--- config.mk ---
export PLATFORM = sky130hd
export DESIGN_NAME = btb_predictor
export DESIGN_NICKNAME = d
export VERILOG_FILES = /design/src/rtl/btb_predictor.sv
export SDC_FILE = /design/constraint.sdc
export NUM_CORES = 1
export LEC_CHECK = 0
export CAP_MARGIN = 20
export CORE_UTILIZATION = 40
export DETAILED_ROUTE_END_ITERATION = 8
export GPL_TIMING_DRIVEN = 0
export PLACE_DENSITY = 0.58
export SLEW_MARGIN = 30
export SYNTH_ARGS = -nofsm -noshare
export SYNTH_HDL_FRONTEND = slang
export SYNTH_SLANG_ARGS = --single-unit
export TNS_END_PERCENT = 5
--- constraint.sdc ---
create_clock -name stg_clk -period 6.4 [get_ports stg_clk]
set_input_delay 1.28 -clock stg_clk [delete_from_list [all_inputs] [get_ports stg_clk]]
set_output_delay 1.28 -clock stg_clk [all_outputs]
set_load 0.005 [all_outputs]
--- src/rtl/btb_predictor.sv ---
// Direct-mapped branch target buffer with 2-bit saturating counters.
// Registered per-fetch prediction bundle, branch-resolution training, sequenced invalidate-all.
module btb_predictor #(
  parameter int unsigned INDEX_BITS = 4,
  parameter int unsigned PC_W       = 32
) (
  input  logic            stg_clk,
  input  logic            reset,
  input  logic            stg_ena,
  input  logic            stg_x,
  input  logic [PC_W-1:0] pc_fetch,
  input  logic            upd_valid,
  input  logic [PC_W-1:0] upd_pc,
  input  logic            upd_taken,
  input  logic [PC_W-1:0] upd_target,
  input  logic [1:0]      upd_prev_counter,
  input  logic            upd_prev_valid,
  input  logic            inv_all,
  output logic            busy,
  output logic [PC_W-1:0] pc_target_ad,
  output logic [1:0]      flag_branch_ad,
  output logic [PC_W-1:0] pc_fetch_update,
  output logic [1:0]      prev_counter,
  output logic            prev_valid
);

  localparam int unsigned ENTRIES = 1 << INDEX_BITS;
  localparam int unsigned TAG_W   = PC_W - INDEX_BITS - 2;
  localparam logic [INDEX_BITS-1:0] LAST_IDX = INDEX_BITS'(ENTRIES - 1);

  typedef enum logic {ST_IDLE, ST_CLEAR} state_e;

  state_e                  state_q, state_d;
  logic [INDEX_BITS-1:0]   clr_idx_q, clr_idx_d;
  logic                    clr_en;

  logic [ENTRIES-1:0]      valid_q;
  logic [TAG_W-1:0]        tag_q [ENTRIES];
  logic [PC_W-1:0]         tgt_q [ENTRIES];
  logic [1:0]              ctr_q [ENTRIES];

  logic [PC_W-1:0]         pc_target_q, pc_target_d;
  logic [1:0]              flag_q, flag_d;
  logic [PC_W-1:0]         pcu_q;
  logic [1:0]              pctr_q, pctr_d;
  logic                    pvld_q, pvld_d;

  logic [INDEX_BITS-1:0]   lk_idx, up_idx;
  logic [TAG_W-1:0]        lk_tag, up_tag;
  logic                    lk_hit;
  logic                    wr_en;
  logic [1:0]              wr_ctr;
  logic                    unused_pc_lsb;

  assign lk_idx = pc_fetch[INDEX_BITS+1:2];
  assign lk_tag = pc_fetch[PC_W-1:INDEX_BITS+2];
  assign up_idx = upd_pc[INDEX_BITS+1:2];
  assign up_tag = upd_pc[PC_W-1:INDEX_BITS+2];
  assign unused_pc_lsb = ^upd_pc[1:0];

  // Invalidate-all sequencer: one entry per cycle.
  always_comb begin
    state_d   = state_q;
    clr_idx_d = clr_idx_q;
    clr_en    = 1'b0;
    case (state_q)
      ST_IDLE: begin
        if (inv_all) begin
          state_d   = ST_CLEAR;
          clr_idx_d = '0;
        end
      end
      ST_CLEAR: begin
        clr_en    = 1'b1;
        clr_idx_d = clr_idx_q + INDEX_BITS'(1);
        if (clr_idx_q == LAST_IDX) state_d = ST_IDLE;
      end
      default: state_d = ST_IDLE;
    endcase
  end

  always_ff @(posedge stg_clk) begin
    if (reset) begin
      state_q   <= ST_IDLE;
      clr_idx_q <= '0;
    end else begin
      state_q   <= state_d;
      clr_idx_q <= clr_idx_d;
    end
  end

  // Lookup reads pre-update table contents; squash or clearing forces a miss.
  always_comb begin
    lk_hit      = valid_q[lk_idx] && (tag_q[lk_idx] == lk_tag) && !stg_x && (state_q == ST_IDLE);
    pc_target_d = '0;
    flag_d      = 2'b00;
    pctr_d      = 2'b00;
    pvld_d      = 1'b0;
    if (lk_hit) begin
      pc_target_d = tgt_q[lk_idx];
      flag_d      = ctr_q[lk_idx][1] ? 2'b10 : 2'b01;
      pctr_d      = ctr_q[lk_idx];
      pvld_d      = 1'b1;
    end
  end

  always_ff @(posedge stg_clk) begin
    if (reset) begin
      pc_target_q <= '0;
      flag_q      <= 2'b00;
      pcu_q       <= '0;
      pctr_q      <= 2'b00;
      pvld_q      <= 1'b0;
    end else if (stg_ena) begin
      pc_target_q <= pc_target_d;
      flag_q      <= flag_d;
      pcu_q       <= pc_fetch;
      pctr_q      <= pctr_d;
      pvld_q      <= pvld_d;
    end
  end

  // Training: saturating step on a returned hit, allocate weakly-taken on a taken miss.
  always_comb begin
    wr_en  = upd_valid && !reset && (state_q == ST_IDLE) && (upd_prev_valid || upd_taken);
    wr_ctr = 2'b10;
    if (upd_prev_valid) begin
      if (upd_taken) wr_ctr = (upd_prev_counter == 2'b11) ? 2'b11 : upd_prev_counter + 2'd1;
      else           wr_ctr = (upd_prev_counter == 2'b00) ? 2'b00 : upd_prev_counter - 2'd1;
    end
  end

  always_ff @(posedge stg_clk) begin
    if (reset) begin
      valid_q <= '0;
    end else begin
      if (clr_en) valid_q[clr_idx_q] <= 1'b0;
      if (wr_en)  valid_q[up_idx]    <= 1'b1;
    end
  end

  always_ff @(posedge stg_clk) begin
    if (wr_en) begin
      tag_q[up_idx] <= up_tag;
      tgt_q[up_idx] <= upd_target;
      ctr_q[up_idx] <= wr_ctr;
    end
  end

  assign busy            = (state_q == ST_CLEAR);
  assign pc_target_ad    = pc_target_q;
  assign flag_branch_ad  = flag_q;
  assign pc_fetch_update = pcu_q;
  assign prev_counter    = pctr_q;
  assign prev_valid      = pvld_q;

endmodule
==> results.toml <==
# synthesis and place-and-route metrics
[global_route]
grt_pass1_wl_um = 151000
grt.overflow.total = 0
grt.total_usage_pct = 20.9
grt_pass1_vias = 21000
grt_start_max_net_pins = 45
antenna_found_initial = 13

[layout]
comb_area_sq_um = 9100
syn_to_final_growth_pct = 18.1
fin_nets = 2313
flop_area_sq_um = 30600

[floorplan]
die_x_um = 319
coreArea_sq_um = 100000
core_util_floorplan_pct = 40.3
std_cell_rows = 116
die_y_um = 319

[placement]
pre_cts_ws_ns = 0.230
hpwl_um = 63300
port_buffers = 169
gp_congestion = 0.841

[synthesis]
edf_count = 960
yosysWarnings = 0
syn_area_sq_um = 40300
most_common_cell = "edfxtp_1"
yosys_area_sq_um = 40300
netlist.area_leader.share_pct = 71.5
largest_area_cell = "edfxtp_1"
syn_inst = 1905
yosys_most_used_dff = "edfxtp_1"
numSynthFlops = 1049
yosys-top-cells-count = "960 x edfxtp_1, 243 x mux4_2, 128 x mux2i_1"
yosys.cell_types.count = 57
synth_seq_share_pct = 75.9
avgSynthCellArea_sq_um = 21.2
ys_cells = 1905
syn-num-nets = 2015

[cts]
cts.sinks = 1049
clk_path_buf_depth = 3
ctsHtreeMaxLevel = 3
postCtsHoldBufs = 0
worst_skew_pair.late_latency_ns = 0.70
cts.clk_slew.worst_paths_ns = 0.06
cts_setup_buffers = 0
cts_root_buf = "clkbuf_16"
cts_resized = 0

[sta]
hold_viol_final = 0
layout_setup_ws_ns = 0.969
tightest_slew_ns = 0.986
fmaxAchievable_mhz = 184
relSlewSlack_pct = 34.3
slew_viol_final = 0
period_needed_ns = 5.43
rsz0062_at_grt = "false"
fin_skew_ns = 0.0307
whs_ns = 0.461
fin_crit_sh_pct = 84.9

[drt]
vias_per_cell = 5.64
wl_per_cell_um = 29.6
vias = 20300
routed_wl_um = 106000
drtAntennaViolNets = 0
drcViolationCount = 0
drtIter0Drc = 2263
first_pass_iters = 6

[critical_path]
path_class = "in -> reg"
endpoint = "pc_target_ad[8]"
reg2reg_depth = 11
arrival_ns = 6.02
cp-end-kind = "flip-flop"
worstReg2RegEnd = "pc_target_ad[26]"
reg2reg_setup_slack_ns = 3.02
cp_max_fo = 10
start_kind = "primary input"
reg2reg_from = "tag_q[11][24]"

[outcome]
status = "finished clean"

[flow_run]
drv_cap = 0
openroad.warnings = 32

[min_path]
min_path_type = "reg -> reg"

[power]
power.density_nw_per_um2 = 300
leakage_nw = 15.4
ir_drop_v = 0.000253
## where the power goes
group          switching [mW]  internal (mW)  leakage [nW]
logic                   0.450          0.332          4.37
clock network            2.61           3.37          1.65
registers              0.0135           7.52          9.36
total                    3.07           11.2          15.4
## flip-flops by register name, indices dropped and copies added (netlist names)
register / cells
busy: 1
valid_q: 16
clr_idx_q: 4
prev_counter: 1
pc_fetch_update: 32
ctr_q: 32
flag_branch_ad: 2
prev_valid: 1
pc_target_ad: 32
tgt_q: 512
tag_q: 416
## cell type report
type | instances | share of cell area, %
tap | 1298 | 3.41
multi-input combinational | 732 | 19.1
buffer | 98 | 1.14
clock inverter | 70 | 1.21
inverter | 26 | 0.373
clock buffer | 126 | 5.82
sequential | 1049 | 64.3
timing repair buffer | 190 | 4.60
antenna | 6 | 0.0315
## layout by cell type, fill, tap and decap left out, types with 5 or more instances in the layout
cell type        Yosys  routed
edfxtp_1           960     960
inv_1               25       9
nor3_1               7       7
a221oi_1             7       7
mux2_2              10      10
a21oi_1             30      30
clkinv_2             0      28
clkbuf_1            36      44
buf_1                9       6
clkdlybuf4s50_1      0     169
o21ai_0             28      26
nor2_1              49      48
a211oi_1             5       5
nand2b_1             6       6
buf_2               31      34
bufinv_16            0       7
a22o_1              44      44
clkinv_1             1      30
clkbuf_16            0     107
a22oi_1             13      13
nand2_1             42      42
buf_16               0      16
buf_4               12      14
nor2b_1             13      13
and2_1               6       6
buf_6               10      12
diode_2              0       6
nand3_1             12      12
o22ai_1              5       5
clkbuf_2             0       9
inv_6                0      17
mux4_2             243     243
mux2i_1            128     128
xor2_1              11      11
dfxtp_1             89      89
xnor2_1             18      18
## worst min-delay path by stage
stage                    start         end  slack, ns  cells after the start
floorplan           prev_valid  prev_valid       0.45                      1
global placement    prev_valid  prev_valid       0.44                      1
detailed placement  prev_valid  prev_valid       0.45                      1
CTS                 prev_valid  prev_valid       0.46                      1
global route        prev_valid  prev_valid       0.47                      1
finish              prev_valid  prev_valid       0.46                      1
## critical path: stages
cell,delay (ns)
clkdlybuf4s50_1,0.51
buf_2,0.37
buf_2,0.48
buf_2,0.45
buf_2,0.48
clkbuf_2,0.48
clkbuf_1,0.78
mux4_2,0.41
mux4_2,0.51
a22o_1,0.21
## metrics by stage
step | area [sq um] | std cells | power [mW] | TNS, ns
floorplan | 40300 | 1905 | 8.08 | 0
global placement | 43600 | 3372 | 8.44 | -268.25
detailed placement | 44200 | 3393 | 8.46 | 0
CTS | 47600 | 3589 | 14.4 | 0
global route | 47600 | 3595 | 14.7 | 0
finish | 47600 | 3595 | 14.3 | 0
## cells by family after synthesis
kind of cell    synth area share [%]
compound gates                  2.90
xor+xnor                       0.630
fa+ha+maj                      0.124
buf+inv                         1.55
flops                           75.9
mux                             17.0
simple gates                    1.85
## metal layers
layer	GRT usage (%)	vias up	wire length (um)
met4	6.83	14	2600
met1	28.3	10800	43700
met5	0	-	89
met2	34.6	789	53000
met3	3.50	154	6860
li1	-	8532	-
### Metal 1

Scale: 1 px per um.
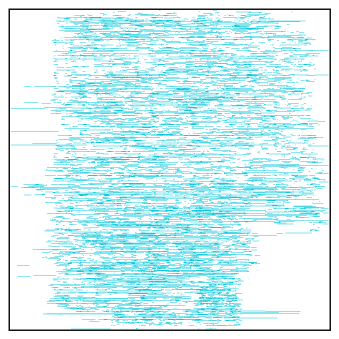
The layer holds 41% of the routed length. The longest straight run is 91.1 um. The wires run mostly horizontal.

### Where the registers sit

Scale: 1.5 px per um. Other sequential cells in the stronger grey, the rest of the logic in the fainter grey.
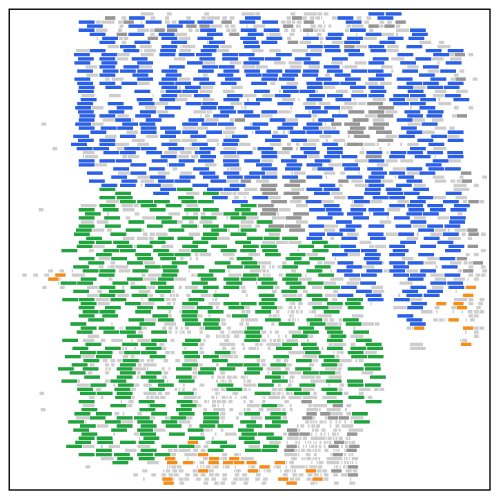
Blue marks `tgt_q`, flops 512. Orange marks `pc_fetch_update`, flops 32. Green marks `tag_q`, flops 416.

### Zoomed window

Window x 227 to 252, y 227 to 252 um. Cells in grey, sequential cells in the stronger grey; small squares are vias.
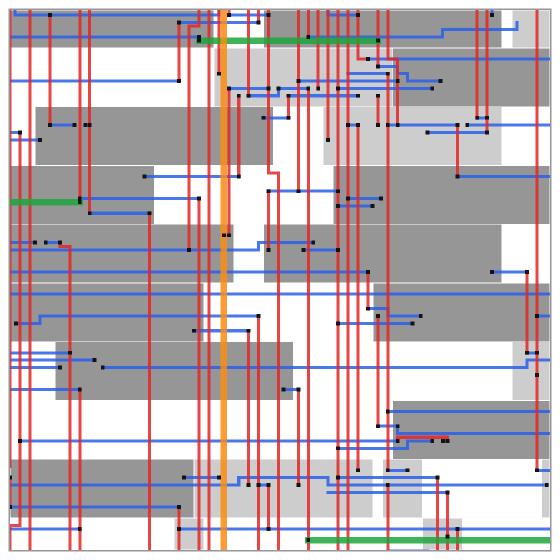
Red marks met2. Green marks met3. Orange marks met4. Blue marks met1.
Sequential cells in the window: 13. Most frequent: edfxtp_1 (13), mux4_2 (3), buf_2 (2). Netlist names of flops here include `ctr_q` (13). 19 logic cells have their middle in the window.

### Routing congestion map

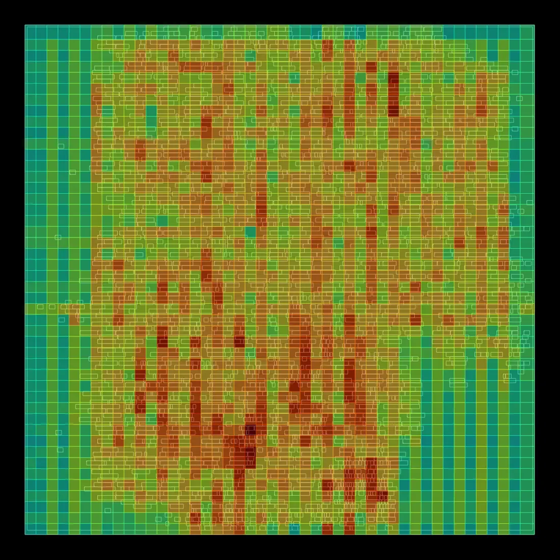
Layout Utilization: 47.6%
grt met2 use: 34.6%

No activity file was given, so power comes from the tool's default toggle rates.
